**config.mk**
```make
export PLATFORM = sky130hd
export DESIGN_NAME = pmem_arbiter
export DESIGN_NICKNAME = d
export VERILOG_FILES = /design/src/rtl/pmem_arb_pkg.sv /design/src/rtl/pmem_arbiter.sv
export SDC_FILE = /design/constraint.sdc
export NUM_CORES = 1
export LEC_CHECK = 0
export CAP_MARGIN = 20
export CORE_AREA = 2 2 543 545
export DETAILED_ROUTE_END_ITERATION = 7
export DIE_AREA = 0 0 545 547
export PLACE_DENSITY_LB_ADDON = 0.15
export SYNTH_ARGS = -nofsm -noshare
export SYNTH_HDL_FRONTEND = slang
export SYNTH_SLANG_ARGS = --single-unit
```
**constraint.sdc**
```tcl
create_clock -name clk -period 2.89 [get_ports clk]
set_input_delay 0.578 -clock clk [delete_from_list [all_inputs] [get_ports clk]]
set_output_delay 0.578 -clock clk [all_outputs]
set_load 0.02 [all_outputs]
```
**src/rtl/pmem_arb_pkg.sv**
```systemverilog
// Shared types for the I/D-cache physical-memory arbiter.
// The offset width sets the line alignment applied to downstream addresses.
package pmem_arb_pkg;

    typedef enum logic [1:0] {
        IDLE,
        SERVE_I,
        SERVE_D,
        DONE
    } arb_state_t;

    typedef enum logic {
        GNT_I,
        GNT_D
    } grant_t;

    localparam int OFFSET_BITS = 5;

endpackage

```
**src/rtl/pmem_arbiter.sv**
```systemverilog
// Shares one downstream line port between the I-cache and D-cache, one whole
// transaction at a time; the winner's request is latched until pmem_resp.
module pmem_arbiter
    import pmem_arb_pkg::*;
#(
    parameter int LINE_W = 256,
    parameter int ADDR_W = 32
) (
    input  logic              clk,
    input  logic              rst_n,
    input  logic              i_pmem_read,
    input  logic [ADDR_W-1:0] i_pmem_address,
    output logic              i_pmem_resp,
    output logic [LINE_W-1:0] i_pmem_rdata,
    input  logic              d_pmem_read,
    input  logic              d_pmem_write,
    input  logic [ADDR_W-1:0] d_pmem_address,
    input  logic [LINE_W-1:0] d_pmem_wdata,
    output logic              d_pmem_resp,
    output logic [LINE_W-1:0] d_pmem_rdata,
    output logic              pmem_read,
    output logic              pmem_write,
    output logic [ADDR_W-1:0] pmem_address,
    output logic [LINE_W-1:0] pmem_wdata,
    input  logic              pmem_resp,
    input  logic [LINE_W-1:0] pmem_rdata
);

    localparam logic [ADDR_W-1:0] OFFSET_MASK = ADDR_W'((1 << OFFSET_BITS) - 1);

    function automatic logic [ADDR_W-1:0] line_align(input logic [ADDR_W-1:0] a);
        return a & ~OFFSET_MASK;
    endfunction

    arb_state_t        r_state, w_state_next;
    grant_t            r_last_grant, w_last_grant_next;
    logic              r_pmem_read, w_read_next;
    logic              r_pmem_write, w_write_next;
    logic [ADDR_W-1:0] r_addr, w_addr_next;
    logic [LINE_W-1:0] r_wdata, w_wdata_next;
    logic              w_i_req, w_d_req;
    logic              w_i_resp, w_d_resp;

    assign w_i_req = i_pmem_read;
    assign w_d_req = d_pmem_read | d_pmem_write;

    always_ff @(posedge clk or negedge rst_n) begin
        if (!rst_n) begin
            r_state      <= IDLE;
            r_last_grant <= GNT_I;
        end else begin
            r_state      <= w_state_next;
            r_last_grant <= w_last_grant_next;
        end
    end

    always_comb begin
        w_state_next      = r_state;
        w_last_grant_next = r_last_grant;
        w_read_next       = 1'b0;
        w_write_next      = 1'b0;
        w_addr_next       = r_addr;
        w_wdata_next      = r_wdata;
        w_i_resp          = 1'b0;
        w_d_resp          = 1'b0;
        unique case (r_state)
            IDLE: begin
                // On a tie the side that did not win last time gets the port.
                if (w_i_req && (!w_d_req || r_last_grant == GNT_D)) begin
                    w_state_next      = SERVE_I;
                    w_last_grant_next = GNT_I;
                    w_read_next       = 1'b1;
                    w_addr_next       = line_align(i_pmem_address);
                    w_wdata_next      = '0;
                end else if (w_d_req) begin
                    // Read and write together is illegal; write takes precedence.
                    w_state_next      = SERVE_D;
                    w_last_grant_next = GNT_D;
                    w_write_next      = d_pmem_write;
                    w_read_next       = ~d_pmem_write;
                    w_addr_next       = line_align(d_pmem_address);
                    w_wdata_next      = d_pmem_wdata;
                end
            end
            SERVE_I: begin
                if (pmem_resp) begin
                    w_i_resp     = 1'b1;
                    w_state_next = DONE;
                end else begin
                    w_read_next  = r_pmem_read;
                    w_write_next = r_pmem_write;
                end
            end
            SERVE_D: begin
                if (pmem_resp) begin
                    w_d_resp     = 1'b1;
                    w_state_next = DONE;
                end else begin
                    w_read_next  = r_pmem_read;
                    w_write_next = r_pmem_write;
                end
            end
            DONE: begin
                w_state_next = IDLE;
            end
            default: begin
                w_state_next = IDLE;
            end
        endcase
    end

    // Downstream port is fully registered; requester inputs never reach it combinationally.
    always_ff @(posedge clk or negedge rst_n) begin
        if (!rst_n) begin
            r_pmem_read  <= 1'b0;
            r_pmem_write <= 1'b0;
            r_addr       <= '0;
            r_wdata      <= '0;
        end else begin
            r_pmem_read  <= w_read_next;
            r_pmem_write <= w_write_next;
            r_addr       <= w_addr_next;
            r_wdata      <= w_wdata_next;
        end
    end

    assign pmem_read    = r_pmem_read;
    assign pmem_write   = r_pmem_write;
    assign pmem_address = r_addr;
    assign pmem_wdata   = r_wdata;
    assign i_pmem_resp  = w_i_resp;
    assign d_pmem_resp  = w_d_resp;
    assign i_pmem_rdata = pmem_rdata;
    assign d_pmem_rdata = pmem_rdata;

    a_no_d_rd_wr: assert property (@(posedge clk) disable iff (!rst_n)
        !(d_pmem_read && d_pmem_write))
        else $warning("pmem_arbiter: d_pmem_read and d_pmem_write both high, treated as write");

endmodule
```
### The clock network, run 1

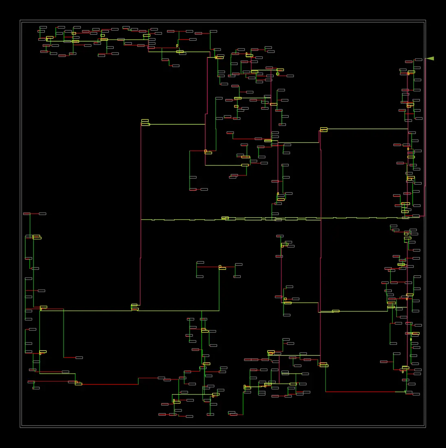
Num CTS Buffers: 47
flip-flops: 288

### Pin map, run 1

Pins as bars across the die edge, other pins in gray.
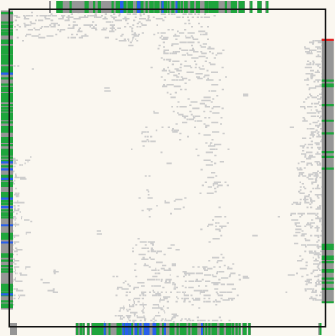
- red: clk (pins 1; direction input; edge right)
- blue: pmem_address (pins 32; direction output; edge 17 bottom, 9 left, 6 top)
- green: d_pmem_rdata (pins 256; direction output; edge 102 left, 68 top, 63 bottom, 23 right)
- all pins by edge: 379 left, 359 top, 335 right, 313 bottom
PortBufs: 602
die width: 545 um
Die Span Y: 547 um

### Metal layers overlaid, run 1

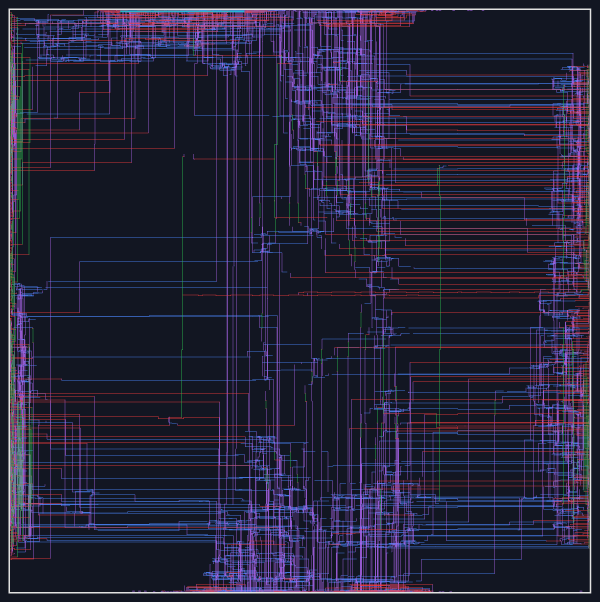
- green: M4 (wire length 6800 um)
- red: M3 (wire length 24.7 mm)
- cyan: M5 (wire length 115 um)
- blue: M1 (wire length 42.2 mm)
- purple: M2 (wire length 52.0 mm)

==> qor.csv, run 1 <==
stage;metric;value;unit
outcome;status;finished, final reports clean;
setup_path;cells on worst reg2reg path;7;
clocking;CTS tree;built;
timing;unrepaired setup endpoints after global routing;no;
min_path;beginning of the worst hold path;i_pmem_read;
min_path;hold path depth;3;
synthesis;Synth warnings;0;
timing;fin. max-slew vios;0;
global_route;met1 Usage GRT;7.899;%
min_path;Hold WC Path Type;in -> reg;
route;Final ANT Viol Nets;0;
finish;Logic cell area;3023;sq um
global_route;vias in the first global route;11120;
clocking;Clock Path Buffers;3;
timing;Tmin final;2737;ps
placement;HPWL Detailed;105.4;mm
global_route;largest net degree at the start of global routing;65;
finish;Layout non-clock buf frac;28.55;%
synthesis;list of most frequent post-synthesis cells;buf_4, dfrtp_1, a22o_1;
global_route;initial antenna violation count;53;
finish;Layout Utilization;8.037;%
job;OpenROAD warnings;38;
route;drt first-iter violations;526;
power_and_ir_drop;comb pwr;13500;uW
synthesis;Synth area leader;dfrtp_1;
synthesis;Synth top cell by count;buf_4;
finish;fillcell total;33840;
min_path;WHS Endpoint;pmem_read;
floorplan;die area;298100;sq um
setup_path;setup slack, reg-to-reg;920;ps
power_and_ir_drop;Clock Power;6280;uW
power_and_ir_drop;total power;26620;uW
timing;setup_tns;0;ps
finish;flop share of the area;30.65;%
placement;GPL Wtd Cong;0.6652;
finish;commonest non-fill, non-tap cells in the layout;clkdlybuf4s50_1, dfrtp_1, a22o_1, clkbuf_16, buf_4;
setup_path;RR Endpoint;pmem_wdata[134];
clocking;clk sinks;288;
synthesis;Synth area leaders;dfrtp_1, buf_4, a22o_1;
synthesis;Netlist cell types;29;
finish;mi-comb count;397;
setup_path;endpoint type of the worst setup path;primary output;
synthesis;Top-area cell share;49.72;%
power_and_ir_drop;Clk network pwr share;23.6;%
timing;Setup Viol. Count Final;0;
finish;combinational share of cell area;12.86;%
finish;final net count;1982;
finish;number of non-clock buffers;657;
setup_path;Critical path buffers and inverters;1;
power_and_ir_drop;power share of the combinational group;50.7;%
route;Post-route DRC;0;
job;max-cap violations;0;
floorplan;starting density of the core;4.955;%
synthesis;cells after synthesis;1279;
floorplan;IO Count;1386;
timing;worst hold slack;390.7;ps
power_and_ir_drop;total sequential power;6840;uW
clocking;Resized cells post-CTS;0;
synthesis;Async S/R FF share, synth;100.0;%
finish;Reg area;7207;sq um
global_route;gr busiest metal;met2;
floorplan;number of well taps;3919;
global_route;global-route wire length before repair;152.2;mm
timing;worst setup margin;153.1;ps
floorplan;Core ar.;292600;sq um
setup_path;slowest stage delay, CP;980;ps
finish;Layout area overhead;62.20;%
timing;clock skew;24.23;ps
route;met2 wire len;52.00;mm
clocking;setup bufs post-CTS;0;
synthesis;yosys synthesis chip area;14500;sq um
route;Top Metal Used;met5;
setup_path;CP startpoint kind;flip-flop;
global_route;GRT Total Usage;8.141;%
setup_path;CP cell instances;clkdlybuf4s50_1;
clocking;H-tree depth;2;
setup_path;Worst Path Arrival;2160;ps
finish;design area;23510;sq um
clocking;Late-Pin Clk Latency;680;ps
power_and_ir_drop;Leakage;0.008306;uW
setup_path;critical path class;reg -> out;
synthesis;Avg Cell Area, Syn;11.33;sq um
timing;Rel. slew slack;42.03;%
global_route;met2 GRT Util;11.93;%
clocking;Clock Pin Slew Worst Setup and Hold Paths;60;ps
synthesis;EDFF count, synth;0;
placement;placed instance area;21860;sq um
finish;Top cell excl fill/tap;clkdlybuf4s50_1;
setup_path;CP required;2310;ps
finish;clk_buf instances;65;
setup_path;Crit path max-delay family;buffers and inverters;
power_and_ir_drop;Net Sw Frac;43.90;%
timing;fmax;365.4;MHz
setup_path;Slowest-stage cell, CP;clkdlybuf4s50_1;
route;DR pass1 iterations;5;
power_and_ir_drop;peak supply drop;0.4658;mV
timing;Final Hold Fails;0;
synthesis;Main synth FF type;dfrtp_1;
finish;Non-CTS inverters;6;
## run 1: flip-flops by register name, indices dropped and copies added (netlist names)
signal,count
r_state,2
pmem_address,27
pmem_read,1
pmem_write,1
pmem_wdata,256
r_last_grant,1
## run 1: worst max path at each step
stage            startpoint                to  cells past startpoint
2_1_floorplan  d_pmem_write   pmem_wdata[199]                      6
3_3_place_gp   d_pmem_write  pmem_address[22]                      6
3_5_place_dp   d_pmem_write   pmem_wdata[134]                      5
4_1_cts          pmem_write        pmem_write                      1
5_1_grt          pmem_write        pmem_write                      1
6_report          pmem_read         pmem_read                      1
## run 1: cell families after synthesis
group	share of synthesized area (%)
flops	49.72
simple gates	1.114
buf+inv	29.63
compound gates	19.26
other cells	0.02587
fa+ha+maj	0.2590
==> run 2, diff against run 1 <==
--- a/config.mk
+++ b/config.mk
@@ -5,10 +5,11 @@
 export SDC_FILE = /design/constraint.sdc
 export NUM_CORES = 1
 export LEC_CHECK = 0
+export ABC_AREA = 1
 export CAP_MARGIN = 20
-export CORE_AREA = 2 2 543 545
+export CORE_AREA = 2 2 534 536
 export DETAILED_ROUTE_END_ITERATION = 7
-export DIE_AREA = 0 0 545 547
+export DIE_AREA = 0 0 536 538
 export PLACE_DENSITY_LB_ADDON = 0.15
 export SYNTH_ARGS = -nofsm -noshare
 export SYNTH_HDL_FRONTEND = slang
==> run 2 against run 1 <==
  * Clock skew increased by 12 ps
  * Register-to-register slack got worse by 120 ps
  * Fmax increased by 5.4%
  * First-iteration DRC count increased by 12%
==> qor.csv, run 2 <==
stage;metric;value;unit;change
setup_path;Max FO, Critical Path;2;;unchanged
setup_path;slowest stage delay, CP;970;ps;was 980 ps
outcome;status;finished, final reports clean;;unchanged
clocking;CTS Hold Bufs;1;;unchanged
synthesis;Synth top cell by count;nand2_1;;was buf_4
finish;Reg area;7207;sq um;unchanged
route;Final ANT Viol Nets;0;;unchanged
power_and_ir_drop;Clock Power;6260;uW;was 6280 uW
synthesis;adder share;0.2381;%;was 0.2589%
clocking;Late-Pin Clk Latency;670;ps;was 680 ps
route;Top Metal Used;met5;;unchanged
route;Post-route DRC;0;;unchanged
placement;HPWL Detailed;111.1;mm;was 105.4 mm
timing;Tmin final;2597;ps;was 2737 ps
placement;GPL Wtd Cong;0.7255;;was 0.6652
power_and_ir_drop;power share of the combinational group;50.7;%;about the same
global_route;met2 GRT Util;12.94;%;was 11.93%
synthesis;cells after synthesis;1907;;was 1279
synthesis;AND-OR/OR-AND Cells, Area Fraction;0.1667;%;was 19.26%
placement;placed instance area;22980;sq um;was 21860 sq um
synthesis;Avg Cell Area, Syn;8.267;sq um;was 11.33 sq um
timing;fin. max-slew vios;0;;unchanged
floorplan;Die Span Y;538;um;was 547 um
timing;unrepaired setup endpoints after global routing;no;;unchanged
finish;flip-flops;288;;unchanged
clocking;Resized cells post-CTS;0;;unchanged
route;met2 wire len;55.12;mm;was 52.00 mm
power_and_ir_drop;Top power group;combinational logic;;unchanged
power_and_ir_drop;comb pwr;13500;uW;about the same
setup_path;CP cell instances;clkdlybuf4s50_1;;unchanged
finish;clk_buf instances;67;;was 65
route;DR pass1 iterations;5;;unchanged
global_route;largest net degree at the start of global routing;49;;was 65
finish;mi-comb count;941;;was 397
placement;PortBufs;602;;unchanged
setup_path;CP startpoint kind;flip-flop;;unchanged
finish;design area;24640;sq um;was 23510 sq um
finish;number of non-clock buffers;673;;was 657
job;OpenROAD warnings;38;;unchanged
synthesis;Synth area leader;dfrtp_1;;unchanged
power_and_ir_drop;Leakage;0.01018;uW;was 0.008306 uW
synthesis;list of most frequent post-synthesis cells;nand2_1, buf_4, nand3_1;;was buf_4, dfrtp_1, a22o_1
timing;worst hold slack;415.2;ps;was 390.7 ps
finish;Non-CTS inverters;66;;was 6
synthesis;top comb family, area;buffers and inverters;;unchanged
synthesis;Synth warnings;0;;unchanged
power_and_ir_drop;total sequential power;6900;uW;was 6840 uW
clocking;CTS tree;built;;unchanged
finish;Logic cell area;3975;sq um;was 3023 sq um
synthesis;Async S/R FF share, synth;100.0;%;unchanged
setup_path;CP required;2310;ps;about the same
timing;Rel. slew slack;50.59;%;was 42.03%
route;drt first-iter violations;587;;was 526
clocking;setup bufs post-CTS;0;;unchanged
floorplan;starting density of the core;5.566;%;was 4.955%
synthesis;Top-area cell share;45.71;%;was 49.72%
global_route;global-route wire length before repair;164.9;mm;was 152.2 mm
timing;fmax;385.1;MHz;was 365.4 MHz
job;max-cap violations;0;;unchanged
setup_path;critical path class;reg -> out;;unchanged
global_route;initial antenna violation count;43;;was 53
global_route;met1 Usage GRT;9.299;%;was 7.899%
synthesis;FF+latch count, synth;288;;unchanged
timing;clock skew;36.08;ps;was 24.23 ps
clocking;Clock Path Buffers;3;;unchanged
timing;setup_tns;0;ps;unchanged
synthesis;yosys synthesis chip area;15770;sq um;was 14500 sq um
synthesis;XORs/XNORs by Area;0;%;unchanged
synthesis;MUX area fraction;0;%;unchanged
finish;Layout non-clock buf frac;27.80;%;was 28.55%
synthesis;Synth area leaders;dfrtp_1, buf_4, nand2_1;;was dfrtp_1, buf_4, a22o_1
floorplan;number of well taps;3762;;was 3919
synthesis;Synth Area in Simple Gates;24.63;%;was 1.113%
clocking;Clock Pin Slew Worst Setup and Hold Paths;60;ps;about the same
global_route;gr busiest metal;met2;;unchanged
global_route;GRT Total Usage;8.926;%;was 8.141%
global_route;vias in the first global route;14020;;was 11120
setup_path;Crit path max-delay family;buffers and inverters;;unchanged
power_and_ir_drop;total power;26690;uW;was 26620 uW
floorplan;die width;536;um;was 545 um
floorplan;die area;288400;sq um;was 298100 sq um
finish;commonest non-fill, non-tap cells in the layout;nand2_1, clkdlybuf4s50_1, nand3_1, dfrtp_1, inv_1;;was clkdlybuf4s50_1, dfrtp_1, a22o_1, clkbuf_16, buf_4
power_and_ir_drop;peak supply drop;0.4368;mV;was 0.4658 mV
timing;Final Hold Fails;0;;unchanged
finish;final net count;2604;;was 1982
power_and_ir_drop;Net Sw Frac;46.00;%;was 43.90%
floorplan;IO Count;1386;;unchanged
finish;fillcell total;33030;;was 33840
setup_path;Slowest-stage cell, CP;clkdlybuf4s50_1;;unchanged
finish;max FFs per register;256;;unchanged
synthesis;Netlist cell types;14;;was 29
synthesis;Main synth FF type;dfrtp_1;;unchanged
min_path;Hold WC Path Type;in -> reg;;unchanged
finish;Layout Utilization;8.699;%;was 8.037%
synthesis;EDFF count, synth;0;;unchanged
finish;combinational share of cell area;16.13;%;was 12.86%
clocking;Num CTS Buffers;49;;was 47
setup_path;Worst Path Arrival;2020;ps;was 2160 ps
finish;flop share of the area;29.25;%;was 30.65%
clocking;clk sinks;288;;unchanged
floorplan;Core ar.;283200;sq um;was 292600 sq um
setup_path;endpoint type of the worst setup path;primary output;;unchanged
route;Via density;2.228;;was 1.952
clocking;H-tree depth;2;;unchanged
finish;Top cell excl fill/tap;nand2_1;;was clkdlybuf4s50_1
power_and_ir_drop;Clk network pwr share;23.5;%;was 23.6%
timing;Setup Viol. Count Final;0;;unchanged
finish;Layout area overhead;56.29;%;was 62.20%
timing;worst setup margin;293.1;ps;was 153.1 ps
setup_path;Critical path buffers and inverters;1;;unchanged
timing;final critical-path share of the clock period;89.86;%;was 94.70%
## run 2: netlist changes by cell type after synthesis, moves of 4 or more
cell     change
nand2_1    +607
nand3_1    +313
a22o_1     -256
inv_1       +58
a21oi_1     -32
buf_2       +32
a31oi_1     -27
o21ai_0     -24
nor2_1      -22
buf_4       -10
buf_1        +4
## run 2: path summary, 6_finish.rpt
kind,startpoint,endpoint,slack (ps),cells past startpoint
min reg2reg,pmem_wdata[156],pmem_wdata[156],470,2
max,pmem_wdata[61],pmem_wdata[61],290,1
min,i_pmem_read,r_state[1],420,6
max reg2reg,r_state[0],pmem_wdata[233],800,9
min in group asynchronous,rst_n,pmem_wdata[179],510,2
max in group asynchronous,rst_n,pmem_wdata[78],1600,3
### Register map, names as in the netlist, run 2

Other sequential cells in the stronger gray, the rest of the logic in the fainter gray.
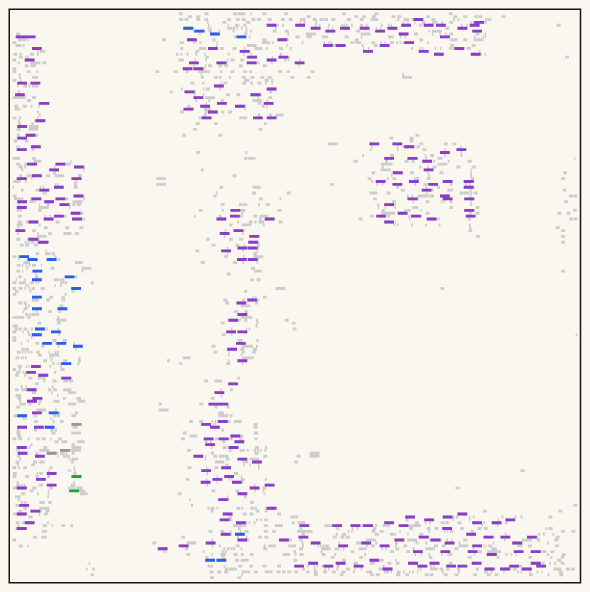
- green: r_state (placed flops 2)
- purple: pmem_wdata (placed flops 256; where all over the die)
- blue: pmem_address (placed flops 27)
- not colored: 3

### Pin map, run 2

Pins as bars across the die edge, other pins in gray.
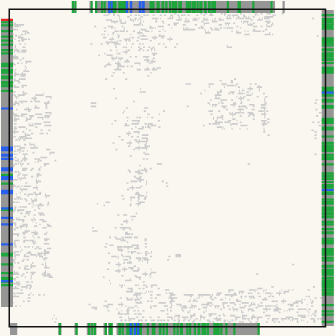
- blue: pmem_address (pins 32; direction output; edge 20 left, 7 top, 3 bottom, 2 right)
- green: d_pmem_rdata (pins 256; direction output; edge 120 right, 57 top, 49 bottom, 30 left)
- red: clk (pins 1; direction input; edge left)

==> run 3, diff against run 2 <==
--- a/config.mk
+++ b/config.mk
@@ -7,10 +7,13 @@
 export LEC_CHECK = 0
 export ABC_AREA = 1
 export CAP_MARGIN = 20
-export CORE_AREA = 2 2 534 536
+export CELL_PAD_IN_SITES_DETAIL_PLACEMENT = 0
+export CELL_PAD_IN_SITES_GLOBAL_PLACEMENT = 1
+export CORE_AREA = 2 2 536 538
 export DETAILED_ROUTE_END_ITERATION = 7
-export DIE_AREA = 0 0 536 538
+export DIE_AREA = 0 0 538 540
 export PLACE_DENSITY_LB_ADDON = 0.15
+export SETUP_SLACK_MARGIN = 0.1
 export SYNTH_ARGS = -nofsm -noshare
 export SYNTH_HDL_FRONTEND = slang
 export SYNTH_SLANG_ARGS = --single-unit
==> run 3 against run 2 <==
  * Non-clock buffer count is 5 higher
  * Clock power is 4.0% lower
  * Utilization hardly changed
  * Final area hardly changed
  * Sequential share of layout area hardly changed
  * Register-to-register slack worse by 20 ps
  * Worst setup slack worse by 59 ps
==> qor.csv, run 3 <==
stage;metric;value;unit;change
route;Top Metal Used;met5;;unchanged
clocking;Clock Path Buffers;3;;unchanged
route;DR pass1 iterations;4;;was 5
synthesis;XORs/XNORs by Area;0;%;unchanged
route;vias;12940;;was 12970
synthesis;list of most frequent post-synthesis cells;nand2_1, buf_4, nand3_1;;unchanged
placement;HPWL Detailed;103.8;mm;was 111.1 mm
setup_path;Critical path buffers and inverters;1;;unchanged
route;Via density;2.222;;was 2.228
global_route;global-route wire length before repair;160.3;mm;was 164.9 mm
clocking;CTS Hold Bufs;1;;unchanged
setup_path;CP cell instances;clkdlybuf4s50_1;;unchanged
finish;number of non-clock buffers;678;;was 673
timing;final critical-path share of the clock period;91.90;%;was 89.86%
timing;fmax;376.5;MHz;was 385.1 MHz
power_and_ir_drop;Leakage;0.01014;uW;was 0.01018 uW
finish;Finished Layout Cells;5824;;was 5821
route;Routed WL per cell;21.92;um;was 22.88 um
synthesis;adder share;0.2381;%;unchanged
synthesis;Avg Cell Area, Syn;8.267;sq um;unchanged
global_route;largest net degree at the start of global routing;52;;was 49
global_route;GRT Total Usage;8.535;%;was 8.926%
finish;final net count;2609;;was 2604
timing;Tmin final;2656;ps;was 2597 ps
clocking;Clock Pin Slew Worst Setup and Hold Paths;60;ps;about the same
power_and_ir_drop;register share of total power;25.9;%;about the same
power_and_ir_drop;PD cells;1078;nW/um^2;was 1083 nW/um^2
global_route;gr ovfl total;0;;unchanged
timing;Final Hold Fails;0;;unchanged
job;max-cap violations;0;;unchanged
finish;max FFs per register;256;;unchanged
synthesis;top comb family, area;buffers and inverters;;unchanged
finish;Top cell excl fill/tap;nand2_1;;unchanged
finish;flip-flops;288;;unchanged
clocking;Num CTS Buffers;49;;unchanged
finish;top cell category;flip-flops and latches;;unchanged
route;met2 wire len;50.15;mm;was 55.12 mm
clocking;setup bufs post-CTS;0;;unchanged
timing;worst setup margin;234.0;ps;was 293.1 ps
power_and_ir_drop;Pint;14260;uW;was 14410 uW
setup_path;CP required;2310;ps;about the same
power_and_ir_drop;Net Sw Frac;46.29;%;was 46.00%
route;met3 wire len;22.17;mm;was 22.52 mm
synthesis;EDFF count, synth;0;;unchanged
synthesis;FF+latch count, synth;288;;unchanged
route;Post-route DRC;0;;unchanged
synthesis;MUX area fraction;0;%;unchanged
finish;combinational share of cell area;16.14;%;was 16.13%
placement;pre-CTS setup slack;290.3;ps;was 332.2 ps
power_and_ir_drop;Clk network pwr share;22.6;%;was 23.5%
finish;share of cells above drive strength 1;7.292;%;was 8.074%
global_route;initial antenna violation count;47;;was 43
timing;worst hold slack;448.0;ps;was 415.2 ps
timing;clock skew;39.65;ps;was 36.08 ps
synthesis;AND-OR/OR-AND Cells, Area Fraction;0.1667;%;unchanged
synthesis;Synth top cell by count;nand2_1;;unchanged
power_and_ir_drop;Clock Power;6010;uW;was 6260 uW
floorplan;Core ar.;284500;sq um;was 283200 sq um
finish;ANT cells;5;;was 3
synthesis;Top-area cell share;45.71;%;unchanged
power_and_ir_drop;comb pwr;13700;uW;was 13500 uW
setup_path;slowest stage delay, CP;1010;ps;was 970 ps
synthesis;Netlist cell types;14;;unchanged
power_and_ir_drop;power share of the combinational group;51.5;%;was 50.7%
synthesis;Synth Area in Simple Gates;24.63;%;unchanged
setup_path;Max FO, Critical Path;2;;unchanged
power_and_ir_drop;total power;26550;uW;was 26690 uW
timing;unrepaired setup endpoints after global routing;no;;unchanged
route;Final ANT Viol Nets;0;;unchanged
clocking;CTS tree;built;;unchanged
power_and_ir_drop;Switch Pwr;12290;uW;was 12270 uW
floorplan;die width;538;um;was 536 um
finish;mi-comb count;941;;unchanged
setup_path;CP startpoint kind;flip-flop;;unchanged
finish;design area;24630;sq um;was 24640 sq um
synthesis;Synth area leaders;dfrtp_1, buf_4, nand2_1;;unchanged
setup_path;Slowest-stage cell, CP;clkdlybuf4s50_1;;unchanged
min_path;Hold WC Path Type;in -> reg;;unchanged
power_and_ir_drop;Top power group;combinational logic;;unchanged
floorplan;number of well taps;3762;;unchanged
placement;GPL Wtd Cong;0.6738;;was 0.7255
finish;Layout area overhead;56.24;%;was 56.29%
finish;Layout non-clock buf frac;28.29;%;was 27.80%
finish;ClkCell Share;6.111;%;was 6.647%
synthesis;sequential-to-total area share from yosys stat;45.71;%;unchanged
floorplan;starting density of the core;5.542;%;was 5.566%
placement;Placed Instances;5734;;was 5729
synthesis;yosys synthesis chip area;15770;sq um;unchanged
route;drt first-iter violations;467;;was 587
setup_path;critical path class;reg -> out;;unchanged
clocking;H-tree depth;2;;unchanged
timing;fin. max-slew vios;0;;unchanged
timing;setup_tns;0;ps;unchanged
route;DRT met1 WL;46.41;mm;was 47.93 mm
synthesis;Yosys Instances;1907;;unchanged
clocking;Clock Tree Root;clkbuf_16;;unchanged
setup_path;Worst Path Arrival;2080;ps;was 2020 ps
placement;placed instance area;23100;sq um;was 22980 sq um
outcome;status;finished, final reports clean;;unchanged
timing;Rel. slew slack;46.75;%;was 50.59%
timing;Worst-Margin Slew;796.3;ps;was 738.9 ps
finish;Logic cell area;3975;sq um;unchanged
finish;commonest non-fill, non-tap cells in the layout;nand2_1, clkdlybuf4s50_1, nand3_1, dfrtp_1, inv_1;;unchanged
job;OpenROAD warnings;38;;unchanged
finish;Non-CTS inverters;66;;unchanged
synthesis;cells after synthesis;1907;;unchanged
timing;Setup Viol. Count Final;0;;unchanged
placement;PortBufs;602;;unchanged
synthesis;Synth warnings;0;;unchanged
floorplan;FP Rows;196;;unchanged
global_route;vias in the first global route;14300;;was 14020
synthesis;synthesized area;15770;sq um;unchanged
setup_path;endpoint type of the worst setup path;primary output;;unchanged
finish;fillcell total;33170;;was 33030
setup_path;Crit path max-delay family;buffers and inverters;;unchanged
floorplan;Die Span Y;540;um;was 538 um
synthesis;Async S/R FF share, synth;100.0;%;unchanged
synthesis;Synth area leader;dfrtp_1;;unchanged
clocking;Resized cells post-CTS;0;;unchanged
route;Post-Route WL;127.6;mm;was 133.2 mm
power_and_ir_drop;peak supply drop;0.3705;mV;was 0.4368 mV
synthesis;Main synth FF type;dfrtp_1;;unchanged
floorplan;IO Count;1386;;unchanged
floorplan;die area;290500;sq um;was 288400 sq um
run 3: final timing paths:
path	start	to	slack (ps)	cells past startpoint
setup / recovery	pmem_wdata[41]	pmem_wdata[41]	230	1
hold / removal	d_pmem_wdata[67]	pmem_wdata[67]	450	3
setup reg to reg	r_state[1]	pmem_wdata[61]	780	9
hold reg to reg	pmem_wdata[152]	pmem_wdata[152]	470	2
max in group asynchronous	rst_n	pmem_wdata[146]	1530	3
min in group asynchronous	rst_n	r_last_grant	540	2
run 3: layer usage:
layer	track usage, %	vias up
met4	5.364	6
li1	-	5675
met2	12.00	874
met5	0	-
met3	6.382	442
met1	8.905	5944
### The clock network, run 3

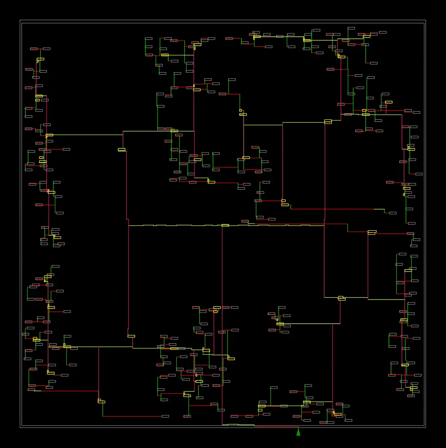
clk_buf instances: 75
clk sinks: 288
Late-Pin Clk Latency: 690 ps

### Register map, names as in the netlist, run 3

Other sequential cells in the stronger gray, the rest of the logic in the fainter gray.
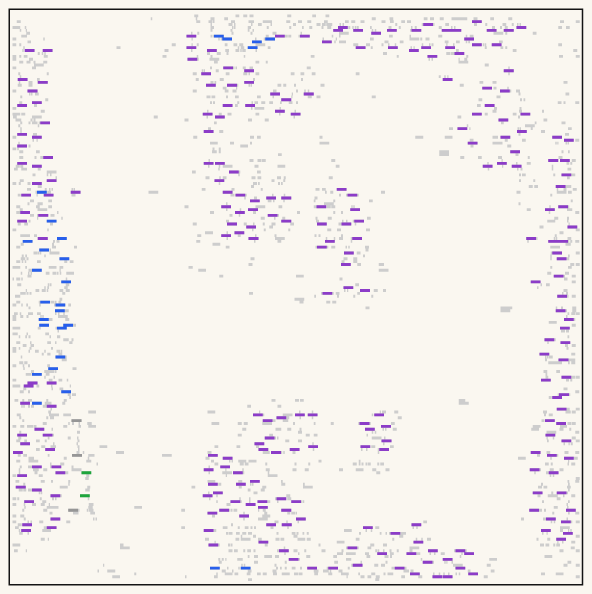
- blue: pmem_address (placed flops 27)
- green: r_state (placed flops 2)
- purple: pmem_wdata (placed flops 256; where all over the die)
Layout Utilization: 8.659%
total sequential power: 6870 uW
flop share of the area: 29.26%
Reg area: 7207 sq um

No activity file was given, so power comes from the tool's default toggle rates.
